===== src/rtl/queue_pkg.sv =====
// Shared constants and helpers for the parametrised FIFO/LIFO queue.
package queue_pkg;

    localparam int unsigned QUEUE_FIFO = 0;
    localparam int unsigned QUEUE_LIFO = 1;

    // Width of a counter that must hold every value 0..depth inclusive.
    function automatic int unsigned len_width(input int unsigned depth);
        return $clog2(depth + 1);
    endfunction

endpackage


===== src/rtl/queue_param_if.sv =====
// Data and status bundle between a queue_param instance and its user.
interface queue_param_if #(
    parameter int unsigned WIDTH = 8,
    parameter int unsigned DEPTH = 8
);
    import queue_pkg::*;

    localparam int unsigned LW = len_width(DEPTH);

    logic [WIDTH-1:0] data_in;
    logic             enq_in;
    logic             deq_in;
    logic [WIDTH-1:0] data_out;
    logic             data_valid_out;
    logic [LW-1:0]    len_out;
    logic             full_out;
    logic             empty_out;
    logic             overflow_out;
    logic             underflow_out;

    modport master (
        output data_in, enq_in, deq_in,
        input  data_out, data_valid_out, len_out, full_out, empty_out,
               overflow_out, underflow_out
    );

    modport slave (
        input  data_in, enq_in, deq_in,
        output data_out, data_valid_out, len_out, full_out, empty_out,
               overflow_out, underflow_out
    );

endinterface


===== src/rtl/queue_mem.sv =====
// DEPTH x WIDTH register file: one synchronous write port, one combinational read port.
module queue_mem #(
    parameter int unsigned WIDTH = 8,
    parameter int unsigned DEPTH = 8,
    localparam int unsigned AW   = $clog2(DEPTH)
) (
    input  logic             clock,
    input  logic             we,
    input  logic [AW-1:0]    waddr,
    input  logic [WIDTH-1:0] wdata,
    input  logic [AW-1:0]    raddr,
    output logic [WIDTH-1:0] rdata
);

    logic [WIDTH-1:0] mem [DEPTH];

    always_ff @(posedge clock) begin
        if (we) begin
            mem[waddr] <= wdata;
        end
    end

    assign rdata = mem[raddr];

endmodule


===== src/rtl/queue_param.sv =====
// Bounded FIFO/LIFO queue with occupancy, full/empty and overflow/underflow flags.
module queue_param
    import queue_pkg::*;
#(
    parameter int unsigned WIDTH = 8,
    parameter int unsigned DEPTH = 8,
    parameter int unsigned LIFO  = QUEUE_FIFO
) (
    input logic          clock,
    input logic          reset,
    queue_param_if.slave q
);

    localparam int unsigned   LW       = len_width(DEPTH);
    localparam int unsigned   AW       = $clog2(DEPTH);
    localparam logic [LW-1:0] LEN_FULL = LW'(DEPTH);
    localparam logic [AW-1:0] PTR_LAST = AW'(DEPTH - 1);

    logic [LW-1:0]    len_q, len_d;
    logic [AW-1:0]    wr_ptr_q, wr_ptr_d;
    logic [AW-1:0]    rd_ptr_q, rd_ptr_d;
    logic [WIDTH-1:0] data_q, data_d;
    logic             valid_q, valid_d;
    logic             ovf_q, ovf_d;
    logic             udf_q, udf_d;

    logic             enq_ok, deq_ok;
    logic [AW-1:0]    waddr, raddr, len_top;
    logic [WIDTH-1:0] rdata;

    // Explicit wrap so non-power-of-two depths index correctly.
    function automatic logic [AW-1:0] ptr_inc(input logic [AW-1:0] p);
        return (p == PTR_LAST) ? '0 : p + 1'b1;
    endfunction

    assign deq_ok  = q.deq_in && (len_q != '0);
    assign enq_ok  = q.enq_in && ((len_q != LEN_FULL) || deq_ok);
    assign len_top = AW'(len_q - 1'b1);

    always_comb begin
        waddr    = wr_ptr_q;
        raddr    = rd_ptr_q;
        len_d    = len_q;
        wr_ptr_d = wr_ptr_q;
        rd_ptr_d = rd_ptr_q;
        data_d   = data_q;

        // Stack mode: a simultaneous push/pop overwrites the slot just popped.
        if (LIFO == QUEUE_LIFO) begin
            waddr = deq_ok ? len_top : AW'(len_q);
            raddr = len_top;
        end

        unique case ({enq_ok, deq_ok})
            2'b10:   len_d = len_q + 1'b1;
            2'b01:   len_d = len_q - 1'b1;
            default: len_d = len_q;
        endcase

        if (enq_ok) wr_ptr_d = ptr_inc(wr_ptr_q);
        if (deq_ok) begin
            rd_ptr_d = ptr_inc(rd_ptr_q);
            data_d   = rdata;
        end

        valid_d = deq_ok;
        ovf_d   = q.enq_in && !enq_ok;
        udf_d   = q.deq_in && (len_q == '0);
    end

    always_ff @(posedge clock or negedge reset) begin
        if (!reset) begin
            len_q    <= '0;
            wr_ptr_q <= '0;
            rd_ptr_q <= '0;
            data_q   <= '0;
            valid_q  <= 1'b0;
            ovf_q    <= 1'b0;
            udf_q    <= 1'b0;
        end else begin
            len_q    <= len_d;
            wr_ptr_q <= wr_ptr_d;
            rd_ptr_q <= rd_ptr_d;
            data_q   <= data_d;
            valid_q  <= valid_d;
            ovf_q    <= ovf_d;
            udf_q    <= udf_d;
        end
    end

    queue_mem #(
        .WIDTH(WIDTH),
        .DEPTH(DEPTH)
    ) u_mem (
        .clock(clock),
        .we   (enq_ok),
        .waddr(waddr),
        .wdata(q.data_in),
        .raddr(raddr),
        .rdata(rdata)
    );

    assign q.data_out       = data_q;
    assign q.data_valid_out = valid_q;
    assign q.len_out        = len_q;
    assign q.full_out       = (len_q == LEN_FULL);
    assign q.empty_out      = (len_q == '0);
    assign q.overflow_out   = ovf_q;
    assign q.underflow_out  = udf_q;

endmodule


===== src/flat_wrapper.sv =====
// flat-port wrapper written by rule: the top's interface ports become plain ports
module queue_param_flat import queue_pkg::*;
#(
    parameter int unsigned WIDTH = 8,
    parameter int unsigned DEPTH = 8,
    parameter int unsigned LIFO  = QUEUE_FIFO
)
  (clock, reset, q_data_in, q_enq_in, q_deq_in, q_data_out, q_data_valid_out, q_len_out, q_full_out, q_empty_out, q_overflow_out, q_underflow_out);
  queue_param_if #(.WIDTH(WIDTH), .DEPTH(DEPTH)) q_i ();
  input logic clock;
  input logic reset;
  input wire logic [$bits(q_i.data_in)-1:0] q_data_in;
  input wire logic [$bits(q_i.enq_in)-1:0] q_enq_in;
  input wire logic [$bits(q_i.deq_in)-1:0] q_deq_in;
  output wire logic [$bits(q_i.data_out)-1:0] q_data_out;
  output wire logic [$bits(q_i.data_valid_out)-1:0] q_data_valid_out;
  output wire logic [$bits(q_i.len_out)-1:0] q_len_out;
  output wire logic [$bits(q_i.full_out)-1:0] q_full_out;
  output wire logic [$bits(q_i.empty_out)-1:0] q_empty_out;
  output wire logic [$bits(q_i.overflow_out)-1:0] q_overflow_out;
  output wire logic [$bits(q_i.underflow_out)-1:0] q_underflow_out;
  assign q_i.data_in = q_data_in;
  assign q_i.enq_in = q_enq_in;
  assign q_i.deq_in = q_deq_in;
  assign q_data_out = q_i.data_out;
  assign q_data_valid_out = q_i.data_valid_out;
  assign q_len_out = q_i.len_out;
  assign q_full_out = q_i.full_out;
  assign q_empty_out = q_i.empty_out;
  assign q_overflow_out = q_i.overflow_out;
  assign q_underflow_out = q_i.underflow_out;
  queue_param #(.WIDTH(WIDTH), .DEPTH(DEPTH), .LIFO(LIFO)) u_core (.clock(clock), .reset(reset), .q(q_i));
endmodule

===== config.mk =====
export PLATFORM = sky130hd
export DESIGN_NAME = queue_param_flat
export DESIGN_NICKNAME = d
export VERILOG_FILES = /design/src/rtl/queue_pkg.sv /design/src/rtl/queue_param_if.sv /design/src/rtl/queue_mem.sv /design/src/rtl/queue_param.sv /design/src/flat_wrapper.sv
export SDC_FILE = /design/constraint.sdc
export NUM_CORES = 1
export LEC_CHECK = 0
export CORE_MARGIN = 2
export CORE_UTILIZATION = 51
export CTS_BUF_LIST = sky130_fd_sc_hd__clkbuf_16
export DETAILED_ROUTE_END_ITERATION = 8
export GPL_TIMING_DRIVEN = 0
export PLACE_DENSITY = 0.74
export SYNTH_ARGS = -nofsm -noshare
export SYNTH_HDL_FRONTEND = slang
export SYNTH_SLANG_ARGS = --single-unit

===== constraint.sdc =====
create_clock -name clock -period 2.5 [get_ports clock]
set_clock_uncertainty 0.15 [all_clocks]
set_input_delay 0.5 -clock clock [delete_from_list [all_inputs] [get_ports clock]]
set_output_delay 0.5 -clock clock [all_outputs]
set_load 0.02 [all_outputs]

### Clock distribution, run 1

The bar under the picture is 20 um long.
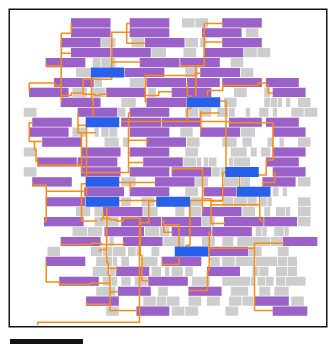
- flip-flops: purple (count 85)
- clock drivers: blue (count 9)
- clock wires: orange (length 963 um)
- flops lie: all over the die

### Zoomed window, run 1

Region (23, 23) to (63, 63) um. Cells in gray, sequential cells in the stronger gray; small squares are vias.
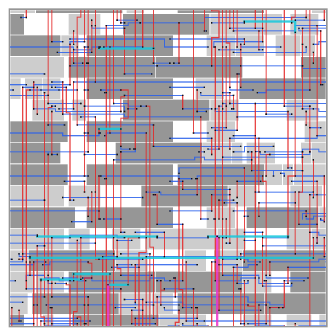
- metal 4: magenta
- metal 2: red
- metal 3: cyan
- metal 1: blue
- cells with their middle in the window: 78
- sequential cells in the window: 27
- most frequent: edfxtp_1 (26), mux2i_1 (9), mux2_2 (8)
- netlist names of flops here include: u_core.u_mem.mem (26), u_core.raddr (1)

### Signal wires on met3, run 1

Cells faint in the background.
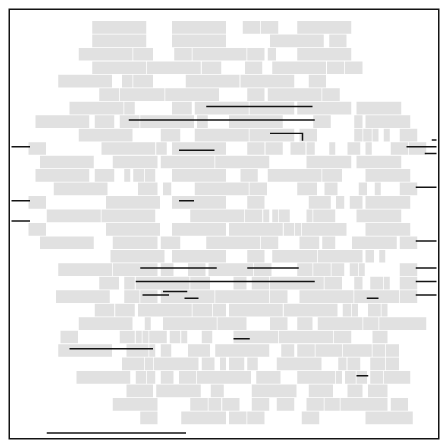
- wire length on this layer: 239 um
- main direction: horizontal
- nets with wire on the layer: 22
- share of all routed wire: 3.7%

### Clock wiring as the flow saved it, run 1

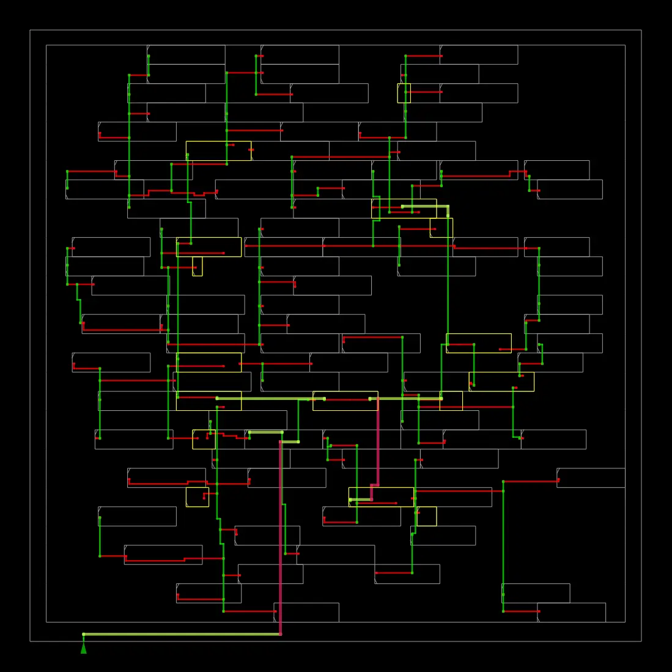
Late-Pin Clk Latency: 330 ps
number of CTS-inserted buffers: 9

[run 1: metal layers]
layer | global-route usage [%] | vias to the layer above
met4 | 6.39 | 0
li1 | - | 924
met5 | 0 | -
met2 | 29.5 | 38
met3 | 3.14 | 6
met1 | 24.9 | 996
[run 1: power breakdown]
part           switching, mW  internal (mW)  leakage [nW]
logic                  0.923          0.878         0.601
clock network          0.543          0.676         0.137
registers              0.211           1.84         0.832
[run 1: layout make-up]
cell class	count	area [um^2]	area share [%]
Clock inverter	7	51.3	1.20
Multi-Input combinational cell	118	1030	24.1
Buffer	8	53.8	1.26
Tap cell	80	100	2.34
Timing Repair Buffer	38	354	8.29
Inverter	2	7.51	0.176
Sequential cell	85	2450	57.4
Clock buffer	9	225	5.27
[run 1: sequential cells by signal, summed over array words and instances, names as in the netlist]
register                 count
u_core.raddr                 3
u_core.q.data_valid_out      1
u_core.q.len_out             4
u_core.waddr                 3
u_core.q.overflow_out        1
u_core.u_mem.mem            64
u_core.q.data_out            8
u_core.q.underflow_out       1
[run 1: critical path: cells and delay by family, from the launching register on]
kind	cells	cell delay (ps)
compound gates	2	280
flops	1	440
fa+ha+maj	2	370
simple gates	2	730
xor+xnor	3	440
[run 1: kinds of logic after synthesis]
logic type | synth area share [%]
flops | 70.6
simple gates | 5.63
mux | 11.2
compound gates | 6.78
buf+inv | 2.02
fa+ha+maj | 2.53
xor+xnor | 1.26
[run 1: what timing repair did]
item / 4_1_cts / 5_1_grt
setup endpoints to repair: 36 / 4
hold buffers: 0 / 0
setup buffers: 4 / 5
resized: 5 / 3
pin swaps: 2 / 7
==> notes.md, run 1 <==
Synthesis and place-and-route results.

- The power report puts the leakage power at 1.57 nW.
- The width of the die is 86.5 um.
- Sequential cells were found to cover 70.6% of the synthesized design area.
- The TritonCTS sink count is 85.
- The total design power is 5.07 mW.
- The overflow left after global routing is 0.
- The type of the worst setup path is register to register.
- The number of global-route vias before repair came to 1926.
- Adding up every negative setup slack in the final design gives 0 ps.
- The CTS tree is done.
- For this sky-water flow run, the detailed-routed wirelength per cell is reported as 18.9 um.
- The floorplan has 30 rows.
- Per the CTS log, the maximum H-tree level is 3.
- Per STA, the endpoint of the critical path is u_core.q.len_out[2]$_DFFE_PN0P_.
- Of the cells placed in the final design, the portion with a size suffix greater than 1 is 25.8%.
- The min-delay analysis places its worst path in the category register to register.
- The number of nets in the synthesized netlist is 233.
- The number of inserted filler cells in the final layout is 480.
- The netlist uses 30 different library cells.
- The final layout contains 281 nets.
- The cell at the slowest stage of the critical path is sky130_fd_sc_hd__or4b_4.
- The total power density per cell area is 1190 nW/um^2.
- Looking at the gate-level netlist, the highest instance count belongs to sky130_fd_sc_hd__edfxtp_1.
- The most frequent standard cell in the layout excluding fill and tap cells is sky130_fd_sc_hd__edfxtp_1.
- The depth of the worst hold-timing path is 2.
- The floorplan utilization is 51.9%.
- The global-route wire length before repair is 10000 um.
- The violation count after the first detailed-route iteration is 82.
- Per the power-grid run, VDD falls by no more than 0.000464 V.
- The number of standard cells reported by yosys is 214.
- The final report gives the core utilization as 63.9%.
- After detailed routing, the number of vias per cell comes to 5.66.
- The proportion of synthesized flip-flops having asynchronous set or reset is 24.7%.
- The count of buffers added on input and output ports is 28.
- Once layout is complete, the cells apart from fillers number 347.
- The highest net fanout along the worst path is 5.
- In the detailed route, the total length drawn on met2 is 3210 um.
- The share of the clock period used by the worst path after layout is 99.4%.
- The cell type that accounts for the most area after synthesis is sky130_fd_sc_hd__edfxtp_1.
- Across all checked pins, the minimum headroom to the slew limit is 33.0%.
- The highest metal layer carrying signal wires in the routed design is met4.
- The cell area that synthesis handed to floorplanning was 3470 um^2.
- The area share of the largest cell type after synthesis is 55.4%.
- The setup slack after layout is 16.2 ps.
- The worst register-to-register path ends at u_core.q.len_out[2]$_DFFE_PN0P_.
- Among the stages of the critical path, the cell type that occurs most often is sky130_fd_sc_hd__xor2_1.
- Per the synth stats, the flop cell with the highest instance count is sky130_fd_sc_hd__edfxtp_1.
- After synthesis, the chip area reported by Yosys is 3470 um^2.
- The die span in y is 86.5 um.
- TritonRoute reported its final design rule violation total as 0.
- The slack of the worst reg-to-reg path is 20 ps.
- Setup repair after global routing could not meet its margin everywhere.
- The finished layout cell area is 4270 um^2.
- STA lists the startpoint of the worst hold path as u_core.q.data_out[7]$_DFFE_PN0P_.
- The initial antenna violation count was 0.
- According to the floorplan report, the placeable core area is 6680 um^2.
- Looking at the hold checks, the worst path lands on u_core.q.data_out[7]$_DFFE_PN0P_.
- The count of endpoints failing setup in the final report is 0.
- The kind of end point of the critical path is a register.
- For this run, the number of Yosys warnings is 0.
- The routed layout has 1964 vias.
- The worst path needs 2480 ps of the cycle, external delays included.
- In this run the critical path is formed by or4b_4 -> o21ai_4 -> ha_4 -> xor2_1 -> ha_2 -> a21oi_2 -> xor2_1 -> nor2_1 -> xor2_1.
- The area enclosed by the die boundary is 7480 um^2.
- The clock transition at the register clock pins on the worst setup and hold paths after CTS is 60 ps.
- The iteration count of the initial detailed-routing pass is 4.
- Hold is met by 327 ps.
- The startpoint of the worst register-to-register path is u_core.q.len_out[1]$_DFFE_PN0P_.
- The run finished with clean final reports.
- The count of final max-slew check failures is 0.
- The final number of hold-violating endpoints is 0.
- The synthesized netlist handed to floorplanning was reported with a cell count of 214.
- The all-layer global routing usage is 18.1%.
- The required time at the worst endpoint is listed as 2600 ps.
- The flow measured a signed area growth from synthesis to layout of 23.1%.
- Across all stage logs, warnings added up to 30.
- In this run the remaining antenna-violating nets after routing total 0.
- A synthesized cell averages 16.2 um^2.
- Looking at the clock tree report, the maximum root-to-sink buffer count equals 2.
- The pin count of the biggest net entering global routing is 22.
- The transition time recorded at the tightest slew-check pin is 1000 ps.
- The antenna diode count is 0.
- The number of max-capacitance violations reported is 0.
- CTS placed an instance of sky130_fd_sc_hd__clkbuf_16 at the clock tree root.
### Routed metal per tile, run 1

The bar under the picture is 20 um long. 17 x 17 tiles, from white (low) to dark blue (high), scaled to the fullest tile. Values are wire area over tile area, all layers added.
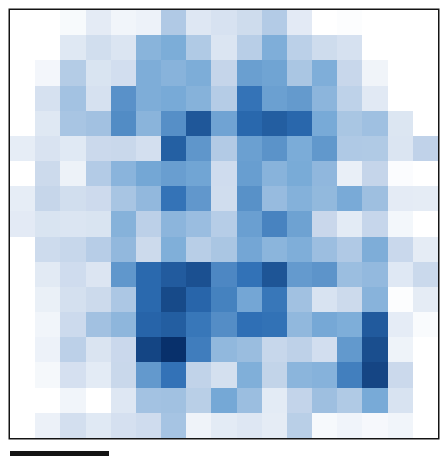

--- run 2 (diff from run 1) ---
Clock period 2.5 ns to 2.18 ns, I/O delays scaled along.
### Routed metal per tile, run 2

The bar under the picture is 20 um long. 17 x 17 tiles, from white (low) to dark blue (high), scaled to the fullest tile. Values are wire area over tile area, all layers added.
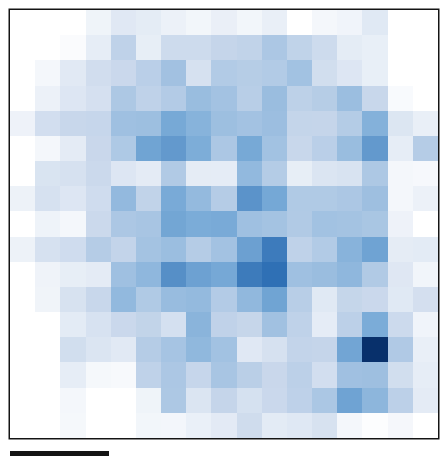
- densest ninth of the die: center
- emptiest ninth of the die: south-west
- tiles over half the peak: 6.9%
- fullest tile: 0.57
- mean over tiles: 0.13
- nearly empty tiles: 13%

### Signal wires on met3, run 2

Cells faint in the background.
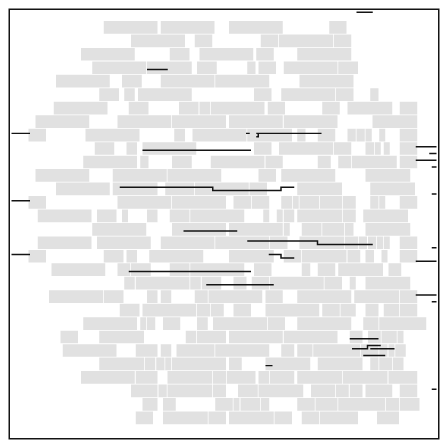
GR Util met3: 4.57%
number of vias in the routed layout: 1934

==> run 2 against run 1 <==
The run now ends with setup timing left; worst setup slack worse by 270 ps; power increased by 18%; non-clock buffer count up 5; maximum frequency is 2.0% higher; worst hold slack got worse by 2.7 ps; critical path depth unchanged; global-route usage up 0.18 points; die area stayed put; final area up 2.2%; register-to-register slack worse by 270 ps; critical path type unchanged.
==> notes.md, run 2 <==
Synthesis and place-and-route results.

- The cell sequence reported for the critical path is or4b_4 -> o21ai_4 -> ha_4 -> xor2_2 -> ha_2 -> a21oi_2 -> xor2_1 -> nor2_1 -> xor2_1.
- The floorplan utilization is 51.9%.
- The clock share of power is 24.6%.
- The final layout report lists a non-clock buffer count of 51.
- The initial antenna violation count came to 0.
- The clock tree synthesis step divided the H-tree into 3 levels.
- Per Yosys stat, the portion of area used by sequential elements is 70.6%.
- The number of global-route vias before repair is 1886.
- The logs give a warning total of 30.
- The final core utilization is 65.3%.
- The run finished, with violations left.
- The share of the clock period used by the worst path after layout is 112%.
- In this run, the number of DRC markers left after iteration 0 of detailed routing was 128.
- After synthesis the cells add up to 3470 um^2.
- Looking at the power breakdown, sequential logic takes 39.1% of the total.
- The finished layout cell area is 4360 um^2.
- The number of flip-flops and latches is 85.
- The count of endpoints failing setup in the final report is 18.
- By startpoint and endpoint, the worst setup path is classified as register to register.
- The setup slack after layout is -255 ps.
- The analysis attributes to net switching a power of 1.95 mW.
- TritonCTS built the clock tree.
- Adding up every negative setup slack in the final design gives -2080 ps.
- The class of the most critical hold timing path is register to register.
- From synthesis to final layout, the design area changed by 25.8%.
- For the worst setup path, the data required time is 2280 ps.
- The number of standard cells in the final layout excluding fillers is 352.
- The combinational fraction of design power is 36.3%.
- The die is 86.5 um tall.
- The repair_antennas step left the layout with diodes totalling 0.
- The overall die size recorded for this design is 7480 um^2.
- The most frequent standard cell in the layout excluding fill and tap cells is sky130_fd_sc_hd__edfxtp_1.
- The count of nets left with antenna violations after detail routing is 0.
- The core region area is 6680 um^2.
- The maximum clock insertion buffer count is 2.
- In the routed layout, each cell is associated on average with a via count of 5.49.
- The number of clock-tree buffers in the layout is 9.
- In this design, the largest share of critical-path delay is due to simple AND/OR/NAND/NOR gates.
- The iteration count of the initial detailed-routing pass is 4.
- The sequential portion of the cell area is 56.2%.
- The dominant power group in this design is sequential cells.
- Counting the inverters off the clock network in the layout gives 2.
- The proportion of synthesized flip-flops having asynchronous set or reset is 24.7%.
- The total internal power is 4.05 mW.
- The clock transition at the register clock pins on the worst setup and hold paths after CTS is 60 ps.
- In this run, CTS created clock tree buffers numbering 9.
- The post-synthesis cell type count is 30.
- The main flop type after synthesis is sky130_fd_sc_hd__edfxtp_1.
- Across the run, the number of max-cap violations was 0.
- The layout report lists the combined flip-flop and latch area as 2450 um^2.
- The transition time at the pin with the least slew margin is 1130 ps.
- Hold-check failures listed in the final report amount to 0.
- The final reports fail on setup timing.
- The cell count after synthesis came out at 214.
- After synthesis, the chip area reported by Yosys is 3470 um^2.
- The count of buffer and inverter cells on the critical path is 0.
- Hold is met by 325 ps.
- TritonCTS reports the number of clock sinks as 85.
- The post-synthesis average cell area is 16.2 um^2.
- The fraction of final layout cells sized beyond drive strength 1 is 29.0%.
- The average wire length per cell after detail routing is 18.3 um.
- Looking at the critical path, the highest net fanout was 5.
- The largest register by flop count is u_core.u_mem.mem.
- The synth_stat.txt file lists the number of cells as 214.
- The fraction of cell area in multi-input combinational cells is reported as 24.3%.
- The final timing report derives a shortest allowable period of 2440 ps.
- The power report puts the leakage power at 1.62 nW.
- Summed over all routing layers, the global router reports a total usage of 18.3%.
- The total design power is 6.00 mW.
- The DRC violation count after routing is 0.
- The script computed a power per unit cell area of 1370 nW/um^2.
- The register with the most flip-flops in the layout has 64 of them.
- The site row count is 30.
- The tree is rooted in a sky130_fd_sc_hd__clkbuf_16.
- The warning count from the yosys run is 0.
- Setup repair after global routing could not meet its margin everywhere.
- The synthesized net count is 233.
- The floorplan report lists the tap cell count as 80.
- The clock network power is 1.48 mW.
-- run 2: cell counts after synthesis --
Identical to the previous run, type by type.
-- run 2: repair_timing --
| item | 4_1_cts | 5_1_grt |
|---|---|---|
| pin swaps | 6 | 5 |
| hold buffers | 0 | 0 |
| resized | 15 | 11 |
| cloned | 0 | 0 |
| setup endpoints to repair | 46 | 29 |
| setup buffers | 10 | 6 |
-- run 2: final timing paths --
kind / start / end / slack (ps) / cells after the start
worst min-delay path: u_core.q.data_out[5]$_DFFE_PN0P_ / u_core.q.data_out[5]$_DFFE_PN0P_ / 320 / 2
max in group asynchronous: reset / u_core.q.len_out[0]$_DFFE_PN0P_ / 750 / 1
min in group asynchronous: reset / u_core.waddr[0]$_DFFE_PN0P_ / 490 / 1
worst max register to register: u_core.q.len_out[1]$_DFFE_PN0P_ / u_core.q.len_out[2]$_DFFE_PN0P_ / -260 / 9
worst min register to register: u_core.q.data_out[5]$_DFFE_PN0P_ / u_core.q.data_out[5]$_DFFE_PN0P_ / 320 / 2
worst max-delay path: u_core.q.len_out[1]$_DFFE_PN0P_ / u_core.q.len_out[2]$_DFFE_PN0P_ / -260 / 9
-- run 2: kinds of logic (layout without fill, tap and decap cells) --
logic type	after synthesis	count (layout)	share of synthesized area (%)
flip-flops	85	85	70.6
AND/OR/NAND/NOR	37	37	5.63
multiplexers	36	36	11.2
AND-OR/OR-AND	33	33	6.78
buffers and inverters	11	69	2.02
adder cells (fa/ha/maj)	7	7	2.53
XOR/XNOR	5	5	1.26
-- run 2: routing by layer --
metal | global-route usage (%) | part of all wire, %
met1 | 25.5 | 46
met2 | 28.4 | 49
met3 | 4.57 | 3.3
met4 | 6.39 | 1.8
met5 | 0 | 0
### Clock distribution, run 2

The bar under the picture is 20 um long.
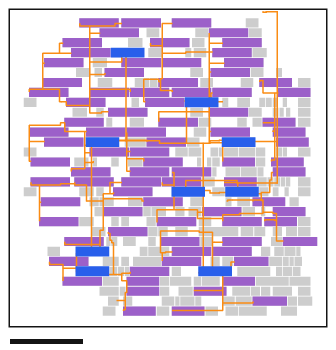

--- run 3 (diff from run 2) ---
Settings changed: CAP_MARGIN from default to 15.
### Clock distribution, run 3

The bar under the picture is 20 um long.
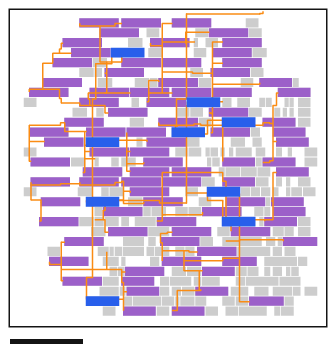
- flip-flops: purple (count 85)
- clock wires: orange (length 933 um)
- clock drivers: blue (count 9)
- routed clock nets: 10
- flops lie: all over the die

==> run 3 against run 2 <==
The flow still finishes with violations (setup timing); highest routed layer unchanged; die area did not move; final area rose by 1.0%; worst hold slack got worse by 0.57 ps; sequential power barely moved; sequential share of layout area is 0.57 points lower; non-clock buffer count unchanged; worst setup slack better by 30 ps; clock power barely moved; clock-buffer cell count unchanged; global-route usage grew 0.23 points; flip-flop count stayed put.
==> notes.md, run 3 <==
Synthesis and place-and-route results.

- The flow ran to the end, but the final reports show violations.
- The checks that failed: setup timing.
- STA classifies the critical path endpoint as a register.
- The number of hold buffers added after CTS was 0.
- The kind of cell adding the most delay to the critical path is simple AND/OR/NAND/NOR gates.
- The highest achievable clock rate is 416 MHz.
- The register name with the most flops is u_core.u_mem.mem.
- The placement summary gives the final routability congestion estimate as 0.720.
- The required time at the worst-slack endpoint is 2250 ps.
- The DRC violation count after routing is 0.
- The data arrival time of the worst path is 2470 ps.
- The sum of negative setup slack is -691 ps.
- The all-layer global routing usage is 18.6%.
- The final critical-path required period is 2410 ps.
- The count of nets left with antenna violations after detail routing is 0.
- The layout net count is 286.
- Entering global routing, the biggest net connects 22 pins.
- For the pin with the worst max-slew slack, the measured transition is 915 ps.
- The synthesis run shows the most used standard cells to be sky130_fd_sc_hd__edfxtp_1, sky130_fd_sc_hd__dfrtp_1, sky130_fd_sc_hd__mux2_2.
- The type of the worst setup path is register to register.
- The Yosys step of the flow raised 0 warnings.
- The final report gives the core utilization as 66.0%.
- The site row count is 30.
- The average vias per placed instance is 5.53.
- The cell count of the worst reg-to-reg path is 9.
- The average wire length per cell after detail routing is 18.0 um.
- The violation count after the first detailed-route iteration is 105.
- The clock share of power is 24.6%.
- In this run, post-CTS repair resized a total of 11 instances.
- The clock tree has to reach 85 sinks.
- The floorplan utilization is 51.9%.
- For reference, the final report shows the max-slew violation count at 0.
- The proportion of synthesized chip area in sequential cells is 70.6%.
- The initial antenna violation count was 0.
- Per the detailed-route log, wirelength across all metal layers totals 6320 um.
- The kind of start point of the critical path is a register.
- The root buffer cell chosen for the clock tree is sky130_fd_sc_hd__clkbuf_16.
- The first global-routing pass estimated 10200 um of wire.
- The tightest hold path in the finished design has a slack of 324 ps.
- In this run the tool buffered the top-level ports with 28 buffer cells.
- The worst path uses 110% of the clock period.
- The area share of the largest cell type after synthesis is 55.4%.
- The main area contributors are sky130_fd_sc_hd__edfxtp_1, sky130_fd_sc_hd__dfrtp_1, sky130_fd_sc_hd__mux2_2.
- The library cell used most frequently in the layout, excluding fill and tap cells, is sky130_fd_sc_hd__edfxtp_1.
- The power report shows net switching accounting for 32.5% of the total.
- The area taken by multi-input combinational cells is reported as 1100 um^2.
- The fraction of power consumed by sequential logic is 39.2%.
- The total design power is 6.01 mW.
- The worst VDD IR drop from the latest analysis is 0.000480 V.
- The number of buffers created by CTS is 9.
- For the completed layout, the total cell area is recorded as 4410 um^2.
- The final hold violation count recorded for this run is 0.
- In the synthesized netlist the dominant register cell turns out to be sky130_fd_sc_hd__edfxtp_1.
- The startpoint of the most critical setup path is u_core.q.len_out[2]$_DFFE_PN0P_.
- Summed over all combinational cells, the power is 2.17 mW.
- Of all cell types, the one taking the most synthesized area is sky130_fd_sc_hd__edfxtp_1.
- The post-synthesis cell type count is 30.
- The die covers 7480 um^2.
- From left edge to right edge, the die measures 86.5 um.
- Combinational logic is responsible for 36.1% of the overall power.
- The register with the most flip-flops in the layout has 64 of them.
- Setup repair after global routing could not meet its margin everywhere.
- The total power density per cell area is 1360 nW/um^2.
- Registers take 2450 um^2.
- In this run the post-CTS setup repair buffer count came out at 9.
- The report lists the cells along the critical path as or4b_4 -> o21ai_4 -> ha_4 -> xor2_2 -> ha_2 -> a21oi_2 -> xor2_1 -> nor2_1 -> xor2_1.
- The clock tree synthesis step divided the H-tree into 3 levels.
- In the synthesis report, Yosys lists the chip area as 3470 um^2.
- For this run, the final setup violation count is recorded as 4.
- Per the synth stats, the proportion of register bits with asynchronous set or reset is 24.7%.
- The number of standard cells reported by yosys is 214.
- Summed over all layers, the global routing overflow is 0.
- The number of primary I/O pins is 29.
- The number of global-route vias before repair came to 1916.
- Counting flops and latches in the post-synthesis netlist gives 85.
- At the later pin of the worst-skew pair, clock insertion delay measures 330 ps.
- The clock transition at the register clock pins on the worst setup and hold paths after CTS is 60 ps.
- The clock network power is 1.48 mW.
- In the layout the commonest cells are sky130_fd_sc_hd__edfxtp_1, sky130_fd_sc_hd__clkdlybuf4s50_1, sky130_fd_sc_hd__mux2_2.
- The total instance count after detailed placement is 326.
- The pre-antenna-repair detailed-routing pass consisted of 4 iterations.
- The routed layout has 1948 vias.
- The logs give a warning total of 30.
- The count of cells in the finished layout, fillers not included, comes to 352.
- The number of max-capacitance violations reported is 0.
- The count of buffer and inverter cells on the critical path is 0.
- Ranked by power, first place goes to sequential cells.
- The relative max-transition margin is 38.8%.
- Per the post-synthesis report, the nets total 233.
- In this run, synthesis inferred 64 flip-flops with an integrated enable.
- The cell at the slowest stage of the critical path is sky130_fd_sc_hd__or4b_4.
- Detailed placement ended at an HPWL of 4100 um.
- The startpoint of the worst register-to-register path is u_core.q.len_out[2]$_DFFE_PN0P_.
- The post-synthesis average cell area is 16.2 um^2.
- Among the stages of the critical path, the cell type that occurs most often is sky130_fd_sc_hd__xor2_1.
- The vertical die dimension reported for this design is 86.5 um.
- The sequential cell power is 2.36 mW.
- The analysis attributes to net switching a power of 1.95 mW.
- The signed area change from the synthesized netlist to the final layout is 27.1%.
- The area of placed instances is 3930 um^2.
- In this run the worst hold path is classified as register to register.
- Counting the fill cells in the layout gives 461.
- The cell area that synthesis handed to floorplanning was 3470 um^2.
- The largest single stage delay on the critical path is 560 ps.
- The CTS tree is done.
- The power report puts the leakage power at 1.62 nW.
- The instance count on the critical path is 9.
- Among all cell types in the netlist, the one instantiated most often is sky130_fd_sc_hd__edfxtp_1.
- The number of antenna diodes in the final layout is 0.
- The final timing report gives a worst setup slack of -225 ps.
- The fraction of final layout cells sized beyond drive strength 1 is 28.7%.
- The core region area is 6680 um^2.
- Internal power comes to 4.06 mW.
- The clock passes through at most 2 buffers.
- In this run the worst setup path terminates at u_core.q.len_out[2]$_DFFE_PN0P_.
- The slack of the worst reg-to-reg path is -230 ps.
- Along the worst path, the maximum fanout reaches 3.
- Synthesis produced 214 cells.
- The capture point of the worst register-to-register path is recorded as u_core.q.len_out[2]$_DFFE_PN0P_.
- The pre-CTS setup slack is -700 ps.
### Routed metal per tile, run 3

The bar under the picture is 20 um long. 17 x 17 tiles, from white (low) to dark blue (high), scaled to the fullest tile. Values are wire area over tile area, all layers added.
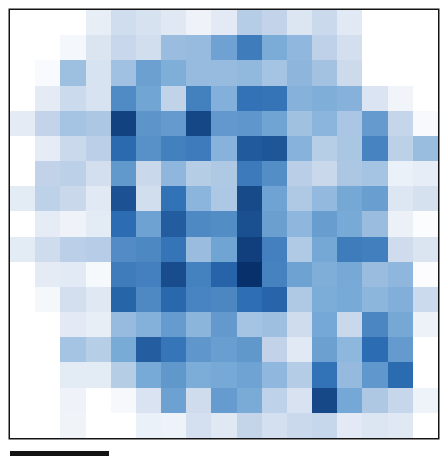
- fullest tile: 0.37
- densest ninth of the die: center
- emptiest ninth of the die: south-west
- nearly empty tiles: 14%
- mean over tiles: 0.13
- tiles over half the peak: 32%

==> run 3: logic make-up (layout without fill, tap and decap cells) <==
logic type / after synthesis / in the layout / synth area share, %
flops: 85 / 85 / 70.6
simple gates: 37 / 37 / 5.63
fa+ha+maj: 7 / 7 / 2.53
compound gates: 33 / 33 / 6.78
mux: 36 / 36 / 11.2
buf+inv: 11 / 69 / 2.02
xor+xnor: 5 / 5 / 1.26
==> run 3: layer usage <==
metal / track usage (%) / vias up / share of wire (%)
met5: 0 / - / 0
met4: 7.24 / 0 / 1.9
met3: 3.14 / 10 / 2.8
met2: 29.3 / 32 / 49
met1: 26.0 / 972 / 46
li1: - / 934 / -
==> run 3: cell type report <==
type / instances / share of cell area [%]
clock inverter: 7 / 1.50
sequential: 85 / 55.6
buffer: 7 / 1.05
clock buffer: 9 / 5.11
tap: 80 / 2.27
inverter: 2 / 0.170
timing repair buffer: 44 / 9.34
multi-input combinational: 118 / 25.0
==> run 3: worst min-delay path by stage <==
stage          depth (start not counted)  slack, ps                          endpoint                             start
6_report                               2        320  u_core.q.data_out[1]$_DFFE_PN0P_  u_core.q.data_out[1]$_DFFE_PN0P_
5_1_grt                                2        360  u_core.q.data_out[2]$_DFFE_PN0P_  u_core.q.data_out[2]$_DFFE_PN0P_
4_1_cts                                2        330  u_core.q.data_out[0]$_DFFE_PN0P_  u_core.q.data_out[0]$_DFFE_PN0P_
3_5_place_dp                           2        320  u_core.q.data_out[0]$_DFFE_PN0P_  u_core.q.data_out[0]$_DFFE_PN0P_
3_3_place_gp                           2        310  u_core.q.data_out[5]$_DFFE_PN0P_  u_core.q.data_out[5]$_DFFE_PN0P_
2_1_floorplan                          0        -10  u_core.q.data_out[0]$_DFFE_PN0P_                             reset
No activity file was given, so power comes from the tool's default toggle rates.
